[src/rtl/riscv_mem_pkg.sv]
// Shared encodings for the RV32I memory stage: funct3 access codes,
// result-source selects and the bus-transaction state machine states.
package riscv_mem_pkg;

    localparam logic [2:0] F3_LB  = 3'b000;
    localparam logic [2:0] F3_LH  = 3'b001;
    localparam logic [2:0] F3_LW  = 3'b010;
    localparam logic [2:0] F3_LBU = 3'b100;
    localparam logic [2:0] F3_LHU = 3'b101;
    localparam logic [2:0] F3_SB  = 3'b000;
    localparam logic [2:0] F3_SH  = 3'b001;
    localparam logic [2:0] F3_SW  = 3'b010;

    localparam logic [1:0] RES_ALU = 2'b00;
    localparam logic [1:0] RES_MEM = 2'b01;
    localparam logic [1:0] RES_PC4 = 2'b10;

    typedef enum logic [1:0] {
        IDLE     = 2'd0,
        WAIT_REQ = 2'd1,
        WAIT_RSP = 2'd2
    } mem_state_t;

endpackage

[src/rtl/load_store_align.sv]
// Byte-lane steering for loads and stores, plus detection of accesses that
// must never reach the bus (misaligned or unsupported funct3).
import riscv_mem_pkg::*;

module load_store_align (
    input  logic [2:0]  funct3,
    input  logic        is_store,
    input  logic [1:0]  addr_lo,
    input  logic [31:0] store_data,
    input  logic [31:0] rdata,
    output logic [31:0] wdata,
    output logic [3:0]  wstrb,
    output logic [31:0] load_data,
    output logic        illegal
);

    logic [7:0]  lane_byte;
    logic [15:0] lane_half;
    logic        bad_funct3;
    logic        misaligned;

    always_comb begin
        lane_byte = rdata[{addr_lo, 3'b000} +: 8];
        lane_half = addr_lo[1] ? rdata[31:16] : rdata[15:0];

        case (funct3)
            F3_LB:   load_data = {{24{lane_byte[7]}}, lane_byte};
            F3_LBU:  load_data = {24'd0, lane_byte};
            F3_LH:   load_data = {{16{lane_half[15]}}, lane_half};
            F3_LHU:  load_data = {16'd0, lane_half};
            F3_LW:   load_data = rdata;
            default: load_data = 32'd0;
        endcase

        // Sub-word stores replicate data across the word so the strobe alone selects the lane
        case (funct3)
            F3_SB: begin
                wdata = {4{store_data[7:0]}};
                wstrb = 4'b0001 << addr_lo;
            end
            F3_SH: begin
                wdata = {2{store_data[15:0]}};
                wstrb = 4'b0011 << addr_lo;
            end
            default: begin
                wdata = store_data;
                wstrb = 4'b1111;
            end
        endcase

        bad_funct3 = (funct3 == 3'b011) | (funct3[2:1] == 2'b11) | (is_store & funct3[2]);
        misaligned = ((funct3[1:0] == 2'b01) & addr_lo[0])
                   | ((funct3[1:0] == 2'b10) & (addr_lo != 2'b00));
        illegal    = bad_funct3 | misaligned;
    end

endmodule

[src/rtl/memory_access_cycle.sv]
// M stage of the RV32I pipeline: issues one valid/ready data-memory transaction
// per load/store, stalls upstream until the response, and registers the W bundle.
import riscv_mem_pkg::*;

module memory_access_cycle (
    input  logic        clk,
    input  logic        rst,
    input  logic        RegWriteM,
    input  logic        MemWriteM,
    input  logic [1:0]  ResultSrcM,
    input  logic [2:0]  Funct3M,
    input  logic [4:0]  RD_M,
    input  logic [31:0] ALU_ResultM,
    input  logic [31:0] WriteDataM,
    input  logic [31:0] PCPlus4M,
    output logic        dmem_req_valid,
    input  logic        dmem_req_ready,
    output logic        dmem_we,
    output logic [31:0] dmem_addr,
    output logic [31:0] dmem_wdata,
    output logic [3:0]  dmem_wstrb,
    input  logic        dmem_rsp_valid,
    input  logic [31:0] dmem_rdata,
    output logic        StallM,
    output logic        RegWriteW,
    output logic [1:0]  ResultSrcW,
    output logic [4:0]  RD_W,
    output logic [31:0] ALU_ResultW,
    output logic [31:0] ReadDataW,
    output logic [31:0] PCPlus4W,
    output logic        ErrW
);

    mem_state_t  state;
    logic        access;
    logic        illegal;
    logic        go;
    logic        rsp_done;
    logic [31:0] lane_wdata;
    logic [3:0]  lane_wstrb;
    logic [31:0] load_data;

    load_store_align u_align (
        .funct3     (Funct3M),
        .is_store   (MemWriteM),
        .addr_lo    (ALU_ResultM[1:0]),
        .store_data (WriteDataM),
        .rdata      (dmem_rdata),
        .wdata      (lane_wdata),
        .wstrb      (lane_wstrb),
        .load_data  (load_data),
        .illegal    (illegal)
    );

    assign access   = MemWriteM | (ResultSrcM == RES_MEM);
    assign go       = access & ~illegal;
    assign rsp_done = (state == WAIT_RSP) & dmem_rsp_valid;

    // Bus fields are forced to zero whenever no request is being presented
    assign dmem_req_valid = ~rst & (((state == IDLE) & go) | (state == WAIT_REQ));
    assign dmem_we        = dmem_req_valid & MemWriteM;
    assign dmem_addr      = dmem_req_valid ? {ALU_ResultM[31:2], 2'b00} : 32'd0;
    assign dmem_wdata     = dmem_we ? lane_wdata : 32'd0;
    assign dmem_wstrb     = dmem_we ? lane_wstrb : 4'd0;
    assign StallM         = ~rst & go & ~rsp_done;

    always_ff @(posedge clk) begin
        if (rst) begin
            state       <= IDLE;
            RegWriteW   <= 1'b0;
            ResultSrcW  <= 2'd0;
            RD_W        <= 5'd0;
            ALU_ResultW <= 32'd0;
            ReadDataW   <= 32'd0;
            PCPlus4W    <= 32'd0;
            ErrW        <= 1'b0;
        end else begin
            case (state)
                IDLE:     if (go) state <= dmem_req_ready ? WAIT_RSP : WAIT_REQ;
                WAIT_REQ: if (dmem_req_ready) state <= WAIT_RSP;
                WAIT_RSP: if (dmem_rsp_valid) state <= IDLE;
                default:  state <= IDLE;
            endcase

            if (StallM) begin
                RegWriteW   <= 1'b0;
                ResultSrcW  <= 2'd0;
                RD_W        <= 5'd0;
                ALU_ResultW <= 32'd0;
                ReadDataW   <= 32'd0;
                PCPlus4W    <= 32'd0;
                ErrW        <= 1'b0;
            end else begin
                RegWriteW   <= RegWriteM & ~(access & illegal);
                ResultSrcW  <= ResultSrcM;
                RD_W        <= RD_M;
                ALU_ResultW <= ALU_ResultM;
                ReadDataW   <= (go & ~MemWriteM) ? load_data : 32'd0;
                PCPlus4W    <= PCPlus4M;
                ErrW        <= access & illegal;
            end
        end
    end

endmodule

[config.mk]
export PLATFORM = sky130hd
export DESIGN_NAME = memory_access_cycle
export DESIGN_NICKNAME = d
export VERILOG_FILES = /design/src/rtl/riscv_mem_pkg.sv /design/src/rtl/load_store_align.sv /design/src/rtl/memory_access_cycle.sv
export SDC_FILE = /design/constraint.sdc
export NUM_CORES = 1
export LEC_CHECK = 0
export CAP_MARGIN = 0
export CELL_PAD_IN_SITES_DETAIL_PLACEMENT = 0
export CELL_PAD_IN_SITES_GLOBAL_PLACEMENT = 1
export CORE_ASPECT_RATIO = 1.4
export CORE_UTILIZATION = 26
export DETAILED_ROUTE_END_ITERATION = 8
export MAX_ROUTING_LAYER = met4
export PLACE_DENSITY_LB_ADDON = 0.15
export SYNTH_ARGS = -nofsm -noshare
export SYNTH_HDL_FRONTEND = slang
export SYNTH_SLANG_ARGS = --single-unit
[constraint.sdc]
create_clock -name clk -period 4.2 [get_ports clk]
set_clock_uncertainty 0.05 [all_clocks]
set_input_delay 0.84 -clock clk [delete_from_list [all_inputs] [get_ports clk]]
set_output_delay 0.84 -clock clk [all_outputs]
set_load 0.02 [all_outputs]
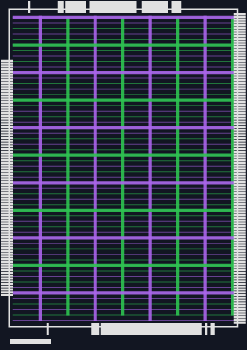
(images/floorplan.png)
The bar under the picture is 20 um long. Pins as bars on the die edge.
legend:
  VSS:
    color: purple
  VDD:
    color: green
met1 rails: 56
signal pins: 320

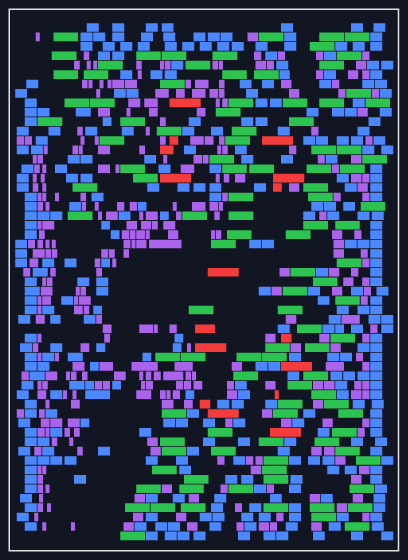
(images/class_map.png)
legend:
  remaining logic cells:
    color: purple
    cells: 312
    share_of_their_area: 26%
  registers:
    color: green
    cells: 107
    share_of_their_area: 27%
  clock drivers and dummy loads:
    color: red
    cells: 16
    share_of_their_area: 3.7%
  remaining buffers and delay cells:
    color: blue
    cells: 335
    share_of_their_area: 43%

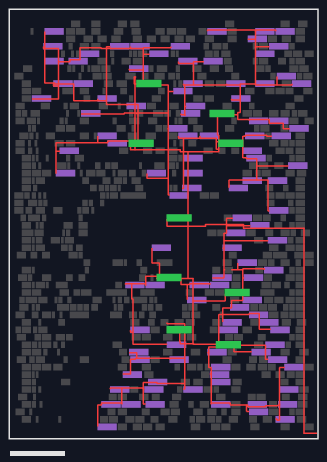
(images/clock_wires.png)
The bar under the picture is 20 um long.
legend:
  flip-flops:
    color: purple
    count: 107
  clock wires:
    color: red
    length: 1430 um
  clock-net drivers:
    color: green
    count: 9
routed clock nets: 10

==> flow_summary.json <==
{
  "status": "finished with violations",
  "violations": "DRC",
  "clk_pin_slew_ns": 0.07,
  "p_leak_nw": 3.22,
  "hold_viol": 0,
  "fin_util_pct": 49.3,
  "synthCells": 448,
  "cp-start-kind": "input pin",
  "dp_slack_ns": -0.0973,
  "grtUsageTotal_pct": 19.8,
  "fin_crit_ns": 4.13,
  "cts_root_buffer": "clkbuf_16",
  "most_common_cell": "dfxtp_1",
  "ios": 320,
  "cts_sinks": 107,
  "warnings": 27,
  "h-tree-depth": 3,
  "cts_hold_buf": 0,
  "gr-total-overflow": 0,
  "worst_pin_slew_ns": 0.884,
  "final.setup.worst_slack_ns": 0.0656,
  "top_area_share_pct": 48.6,
  "dpl.cell_count": 948,
  "grt_pass1_wl_um": 25500,
  "drt_iter0_drc": 265,
  "post_drt_wl_per_cell_um": 17.9,
  "critical_path_arrival_ns": 3.24,
  "rsz0062_at_grt": "false",
  "stdcell_count": 969,
  "viasPerCell": 4.62,
  "rows": 55,
  "synth.distinct_cells": 44,
  "port_buffers": 317,
  "async_flop_share_pct": 0,
  "routed_wl_um": 17300,
  "crit_fanout": 8,
  "syn-cell-area_mm2": 0.00441,
  "final_max_slew_viol_count": 0,
  "fin_crit_sh_pct": 98.4,
  "drcViolationCount": 24,
  "cts_buffers": 9,
  "grt_antenna_before_repair": 0,
  "fin_setup_tns_ns": 0,
  "top_area_cell": "dfxtp_1",
  "yosysSeqAreaShare_pct": 48.6,
  "clk_latency_ns": 0.34,
  "ir_drop_mv": 0.150,
  "fmax_mhz": 242,
  "dr.pass1.iters": 9,
  "cts_buffer_depth": 2,
  "synth_warnings": 0,
  "chipHeight_um": 156,
  "slew_headroom_pct": 40.9,
  "synth-edff-count": 0,
  "area_leaders": "dfxtp_1 (49%), and2_4 (11%), and2_1 (8.0%)",
  "hp-class": "reg2reg",
  "antenna_left": 0,
  "end_kind": "output port",
  "yosysCellCount": 448,
  "layout.nets": 909,
  "syn_avg_cell_area_um2": 9.83,
  "grt_max_degree": 71,
  "critical_path_required_ns": 3.31,
  "synth-main-ff-cell": "dfxtp_1",
  "yosys_register_bits": 107,
  "grt_pass1_vias": 4445,
  "finalSetupViolCount": 0,
  "n_fill_cell": 1625,
  "dieArea_mm2": 0.0175,
  "top_cells_by_count": "dfxtp_1 (107), and2_1 (56), and2_4 (54), a21oi_1 (47), nand2_1 (43)",
  "criticalPathCategory": "in2out",
  "vias": 4477,
  "place_congestion": 0.841,
  "insertedDiodeCount": 0,
  "cts_tree": "done",
  "max_cap_viol_count": 0
}
-- placed cells by master, fill, tap and decap left out, types with 2 or more instances in the layout --
cell type	instances
dfxtp_1	107
a222oi_1	8
dlygate4sd2_1	2
nand2b_1	2
and2_1	56
inv_6	2
and2_4	54
mux2_2	7
nor2_1	22
inv_1	4
nor2b_1	4
mux2i_1	9
a22oi_1	7
nand2_1	43
dlymetal6s2s_1	6
clkdlybuf4s50_1	309
a21oi_1	47
clkinvlp_4	2
buf_4	17
nor3_1	2
clkbuf_16	9
o21a_4	3
a211oi_1	8
o21ai_0	10
conb_1	2
-- what timing repair did --
action	4_1_cts	5_1_grt
buffers inserted	2	0
setup endpoints to repair	30	46
pin swaps	1	0
cloned	2	1
resized	3	8
-- metrics by stage --
step	hold WS [ns]	cell area (um2)	total power, mW
floorplan	0.485	4410	1.36
global placement	0.505	7720	1.66
detailed placement	0.533	7720	1.67
CTS	0.543	8050	2.52
global route	0.581	8080	2.59
finish	0.541	8080	2.49
-- registers in the layout, summed over array words and instances, names as in the netlist --
signal and count:
ReadDataW 32, state 2, RegWriteW 1, ErrW 1, RD_W 5, ResultSrcW 2
ALU_ResultW 32, PCPlus4W 32
-- final cells by class --
cell class	instances	area [um2]	share of cell area, %
Multi-Input combinational cell	307	2040	25.3
Clock inverter	6	60.1	0.744
Sequential cell	107	2140	26.5
Inverter	5	18.8	0.232
Clock buffer	10	229	2.84
Timing Repair Buffer	335	3330	41.3
Tap cell	199	249	3.08
-- path summary, 6_finish.rpt --
path	startpoint	end	slack, ns	cells after the start
setup / recovery	Funct3M[0]	dmem_addr[14]	0.07	7
hold / removal	state[1]	state[1]	0.54	3
setup reg to reg	state[0]	ReadDataW[14]	2.10	4
hold reg to reg	state[1]	state[1]	0.54	3
-- worst max-delay path, stage by stage --
cell	delay [ns]
clkdlybuf4s50_1	0.46
buf_4	0.18
a221o_1	0.37
a22oi_4	0.36
o21a_2	0.28
and2_1	0.15
clkdlybuf4s50_1	0.60
-- cells by family (layout without fill, tap and decap cells) --
family | count (synthesis) | after routing | share of synthesized area, %
and+or+nand+nor | 193 | 193 | 27.0
DFF | 107 | 107 | 48.6
AOI/OAI and AO/OA | 92 | 95 | 13.9
buffers and inverters | 38 | 356 | 5.94
muxes | 17 | 17 | 4.43
other | 1 | 2 | 0.0851
-- power breakdown --
| part | leakage, nW | switching (mW) | internal, mW |
|---|---|---|---|
| Combinational | 2.21 | 0.260 | 0.325 |
| Sequential | 0.879 | 0.0121 | 1.06 |
| Clock | 0.134 | 0.414 | 0.417 |
-- routing by layer --
metal / vias to the layer above / wire, um / part of all wire [%] / GRT usage (%)
li1: 2135 / - / - / -
met3: 24 / 1440 / 8.3 / 4.74
met4: 0 / 397 / 2.3 / 7.75
met5: - / 0 / 0 / -
met2: 234 / 9040 / 52 / 36.3
met1: 2084 / 6440 / 37 / 20.3
Power figures rest on the tool's default switching activity, not on a simulated workload.
